Fig. 1: routed metal, one color a layer
Bar = 50 um. Only two layers are drawn.
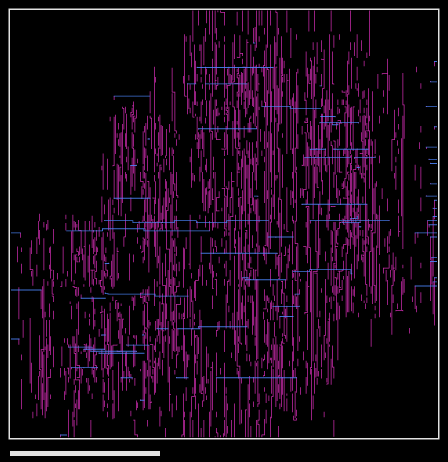
Fig. 2: cells colored by class
Fill, decap, tap and diode cells in gray.
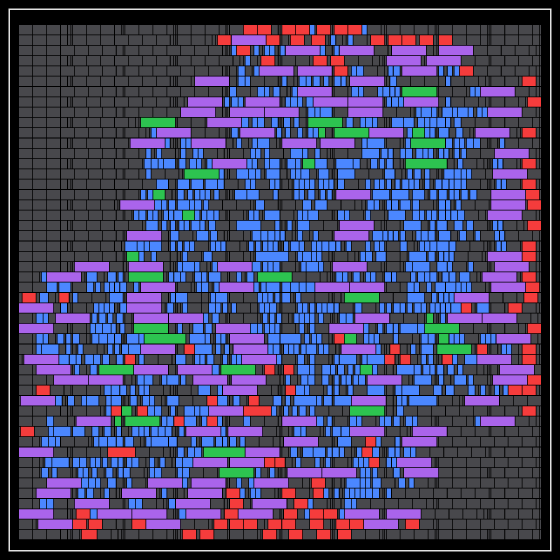
Fig. 3: clock distribution
Bar = 50 um.
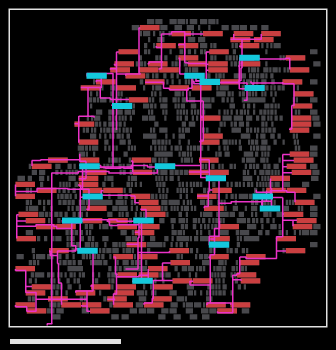
[src/rtl/cfs_neuron_scheduler.sv]
// cfs_neuron_scheduler: CPU-programmed sequencer that walks a neuron index range through a LIF engine
module cfs_neuron_scheduler #(
    parameter int IDX_W          = 16,
    parameter int TIMEOUT_CYCLES = 1024
) (
    input  logic             clk_i,
    input  logic             rstn_i,
    input  logic             bus_re_i,
    input  logic             bus_we_i,
    input  logic [1:0]       bus_addr_i,
    input  logic [31:0]      bus_wdata_i,
    output logic [31:0]      bus_rdata_o,
    output logic             bus_ack_o,
    output logic             eng_req_o,
    output logic [IDX_W-1:0] eng_idx_o,
    input  logic             eng_ack_i,
    input  logic             eng_spike_i,
    output logic             irq_o
);
    localparam int TW = $clog2(TIMEOUT_CYCLES) + 1;
    localparam logic [TW-1:0] WAIT_LAST = TW'(TIMEOUT_CYCLES - 1);

    typedef enum logic [1:0] {IDLE, ISSUE, GAP, FINISH} state_t;

    state_t           state;
    logic             irq_en;
    logic [IDX_W-1:0] base;
    logic [IDX_W-1:0] count;
    logic [IDX_W-1:0] k;
    logic [TW-1:0]    wcnt;
    logic             done;
    logic             timeout;
    logic [15:0]      spikes;
    logic             busy;
    logic             wr_ctrl;
    logic             wr_status;
    logic             start;
    logic             abort;
    logic             last;
    logic [31:0]      rd_mux;
    logic             unused_wdata;

    assign busy         = state != IDLE;
    assign wr_ctrl      = bus_we_i && bus_addr_i == 2'd0;
    assign wr_status    = bus_we_i && bus_addr_i == 2'd3;
    assign abort        = wr_ctrl && bus_wdata_i[2];
    // ABORT in the same write as START suppresses the run
    assign start        = wr_ctrl && bus_wdata_i[0] && !bus_wdata_i[2];
    assign last         = k == count - IDX_W'(1);
    assign irq_o        = irq_en && done;
    assign unused_wdata = ^bus_wdata_i;

    assign rd_mux = bus_addr_i == 2'd0 ? {30'd0, irq_en, 1'b0} :
                    bus_addr_i == 2'd1 ? 32'(base) :
                    bus_addr_i == 2'd2 ? 32'(count) :
                    {spikes, 13'd0, timeout, done, busy};

    // Register file and one-cycle bus acknowledge; read data is zero unless answering a read
    always_ff @(posedge clk_i or negedge rstn_i) begin
        if (!rstn_i) begin
            bus_ack_o   <= 1'b0;
            bus_rdata_o <= '0;
            irq_en      <= 1'b0;
            base        <= '0;
            count       <= '0;
        end else begin
            bus_ack_o   <= bus_re_i || bus_we_i;
            bus_rdata_o <= bus_re_i ? rd_mux : '0;
            if (wr_ctrl)
                irq_en <= bus_wdata_i[1];
            if (bus_we_i && !busy && bus_addr_i == 2'd1)
                base <= bus_wdata_i[IDX_W-1:0];
            if (bus_we_i && !busy && bus_addr_i == 2'd2)
                count <= bus_wdata_i[IDX_W-1:0];
        end
    end

    // Run sequencer with registered engine outputs; flag sets are written last so they beat W1C
    always_ff @(posedge clk_i or negedge rstn_i) begin
        if (!rstn_i) begin
            state     <= IDLE;
            k         <= '0;
            wcnt      <= '0;
            spikes    <= '0;
            done      <= 1'b0;
            timeout   <= 1'b0;
            eng_req_o <= 1'b0;
            eng_idx_o <= '0;
        end else begin
            if (wr_status && bus_wdata_i[1])
                done <= 1'b0;
            if (wr_status && bus_wdata_i[2])
                timeout <= 1'b0;
            if (abort && busy) begin
                state     <= IDLE;
                eng_req_o <= 1'b0;
                eng_idx_o <= '0;
            end else begin
                case (state)
                    IDLE: if (start) begin
                        k         <= '0;
                        wcnt      <= '0;
                        spikes    <= '0;
                        done      <= 1'b0;
                        timeout   <= 1'b0;
                        state     <= count != '0 ? ISSUE : FINISH;
                        eng_req_o <= count != '0;
                        eng_idx_o <= count != '0 ? base : '0;
                    end
                    ISSUE: if (eng_ack_i) begin
                        spikes    <= spikes + 16'(eng_spike_i && spikes != 16'hFFFF);
                        k         <= last ? k : k + IDX_W'(1);
                        state     <= last ? FINISH : GAP;
                        eng_req_o <= 1'b0;
                        eng_idx_o <= '0;
                    end else if (wcnt == WAIT_LAST) begin
                        timeout   <= 1'b1;
                        state     <= FINISH;
                        eng_req_o <= 1'b0;
                        eng_idx_o <= '0;
                    end else begin
                        wcnt <= wcnt + TW'(1);
                    end
                    GAP: begin
                        wcnt      <= '0;
                        state     <= ISSUE;
                        eng_req_o <= 1'b1;
                        eng_idx_o <= base + k;
                    end
                    FINISH: begin
                        done  <= 1'b1;
                        state <= IDLE;
                    end
                    default: state <= IDLE;
                endcase
            end
        end
    end
endmodule

[config.mk]
export PLATFORM = sky130hd
export DESIGN_NAME = cfs_neuron_scheduler
export DESIGN_NICKNAME = d
export VERILOG_FILES = /design/src/rtl/cfs_neuron_scheduler.sv
export SDC_FILE = /design/constraint.sdc
export NUM_CORES = 1
export LEC_CHECK = 0
export ABC_AREA = 1
export CORE_MARGIN = 2
export CORE_UTILIZATION = 40
export CTS_CLUSTER_DIAMETER = 50
export DETAILED_ROUTE_END_ITERATION = 8
export PLACE_DENSITY = 0.64
export SLEW_MARGIN = 20
export SYNTH_ARGS = -nofsm -noshare
export SYNTH_HDL_FRONTEND = slang
export SYNTH_SLANG_ARGS = --single-unit
export TNS_END_PERCENT = 20
[constraint.sdc]
create_clock -name clk_i -period 2.65 [get_ports clk_i]
set_clock_uncertainty 0.15 [all_clocks]
set_input_delay 0.3975 -clock clk_i [delete_from_list [all_inputs] [get_ports clk_i]]
set_output_delay 0.3975 -clock clk_i [all_outputs]
set_load 0.01 [all_outputs]
==> results.toml <==
# flow metrics
[final_layout]
num-nonclk-inverters = 107
clockNetworkAreaShare = 0.0642
fin_nets = 1187
diodes = 0
lay_top_cells = "nand2_1 (308), dfrtp_1 (130), inv_1 (105)"
nClkBuffers = 17
layout-drive-gt1-share = 0.0819
sh_seq_area = 0.344
lay_top_count = "nand2_1"
area_delta_synth_final_pct = 22.9
n_fill_cell = 1810
seqCellArea_um2 = 3250
comb_area_share = 0.414
comb_area_um2 = 3910
final_cells = 1369
logic_gate_count = 764
signal_buffers = 102
ff_count = 130
largest_reg_flops = 32
largest_class = "logic gates"
layout.nonclk_buf_frac = 0.104
regMostFlops = "bus_rdata_o"

[place]
place_hpwl_mm = 14.9
gp_congestion = 0.884
port_buffers = 74
placed_cells = 1336
dp_slack_ns = 0.0410
dpl-instance-area_um2 = 8820

[logic_synthesis]
syn_area_um2 = 7680
syn_inst = 1029
edf_count = 0
synth_seq_share = 0.423
synthArstFlopShare = 1.00
yosysTopAreaCell = "dfrtp_1"
synth_warnings = 0
top_cells_by_area = "dfrtp_1 (42%), nand2_1 (15%), inv_1 (5.1%)"
fp_nets = 1094
synth.most_common_cell = "nand2_1"
top_cells_by_count = "nand2_1 (308), dfrtp_1 (130), inv_1 (105)"
synth_chip_area_um2 = 7680
synthXorXnorAreaFrac = 0.0453
ys_cells = 1029
post_synth_num_cell_types = 46
mux_share = 0
avgSynthCellArea_um2 = 7.47
aoi_share = 0.105
ys_sh_simple = 0.316
yosys_most_used_dff = "dfrtp_1"
synth-adder-area-share = 0.0417
synthTopLogicFamily = "simple AND/OR/NAND/NOR gates"

[routing]
met3_length_um = 646
wire_per_inst_um = 14.5
wirelength_mm = 19.9
met1Wirelength_mm = 9.55
drtAntennaViolNets = 0
dr.max_layer_used = "met4"
dr_total_vias = 6973
drcViolationCount = 0
met2WireLength_mm = 9.33
drt_first_pass_iters = 4
drt_iter0_markers = 514

[clock_network]
clock-root-buffer = "clkbuf_16"
cts_resized = 0
clk_pin_slew_ns = 0.06
cts_max_path_buffers = 2
cts_buffers = 17
clock-sinks = 130
cts_tree = "built"
cts_setup_buffers = 0
htreeDepth = 4
cts_hold_buf = 1

[floorplan]
chip_area_um2 = 20300
row_count = 50
fp_util = 0.409
nWellTaps = 234
die_w_um = 143
ios = 91
die-height_um = 143
coreArea_um2 = 18800

[critical_path]
path_buffers = 2
crit_cells = 14
critPathTopFamily = "simple AND/OR/NAND/NOR gates"
critPathMaxStageDelay_ns = 0.38
path_class = "reg2reg"
required_ns = 2.87
arrival_ns = 2.64
crit_fanout = 18
reg2reg_from = "count[1]$_DFFE_PN0P_"
regToRegSetupSlack_ns = 0.23
crit_chain = "inv_1 > ha_2 > nand2_1 > inv_1 > nand2_1 > nand2_1 > nand2_1 > nor2_1 > nand3_1 > nor2_2 > nand3_4 > nand2_4 > nand2_1 > nand2_1"
crit_path_end = "k[5]$_DFFE_PN0P_"
worst_r2r_endpoint = "k[5]$_DFFE_PN0P_"
r2r_cells = 14
end_kind = "flip-flop"
crit_path_start = "count[1]$_DFFE_PN0P_"

[global_routing]
top_usage_layer = "met2"
antenna_found_initial = 0
grt_use_met3 = 0.0310
met2_usage = 0.338
grt_pass1_vias = 6744
grt_max_degree = 71
overflow = 0
grt_pass1_wl_mm = 33.4
grt_use_met1 = 0.284
grt_usage = 0.208

[pwr]
clk-power_w = 0.00244
power_top_consumer = "combinational logic"
power_switching_share = 0.416
p_seq_frac = 0.318
comb-power_w = 0.00380
p_seq_w = 0.00291
peakVddDrop_v = 0.000573
p_sw_w = 0.00380
power_density_nw_per_um2 = 969
pwr-share-clk = 0.267
p_int_w = 0.00535
cellLeakagePower_nw = 4.53

[job]
drv_cap = 0
warning_count = 45

[final_timing]
setup_ws_ns = 0.231
setup_violations = 0
tightest_slew_ns = 0.505
slew-limit-headroom = 0.663
finalMaxSlewViolations = 0
finalCriticalPeriod_ns = 2.42
tns_ns = 0
whs_ns = 0.219
finalCritPeriodShare = 0.913
hold_viol_final = 0
fmax_ghz = 0.413
rsz0062_at_grt = "no"

[status]
status = "finished clean"

[hold_path]
holdCritPathClass = "in2async"
About Fig. 1:
| layer | color | wire length |
|---|---|---|
| M2 | magenta | 9,330 um |
| M3 | blue | 647 um |

About Fig. 2:
| class | color | cells |
|---|---|---|
| remaining buffers and delay cells | red | 102 |
| remaining logic cells | blue | 871 |
| clock drivers and dummy loads | green | 32 |
| registers | purple | 130 |

About Fig. 3:
[clock-net drivers] cyan | count: 17
[flip-flops] red | count: 130
[clock wires] magenta | length: 1,830 um
routed clock nets: 18

Power and IR drop assume default switching activity.
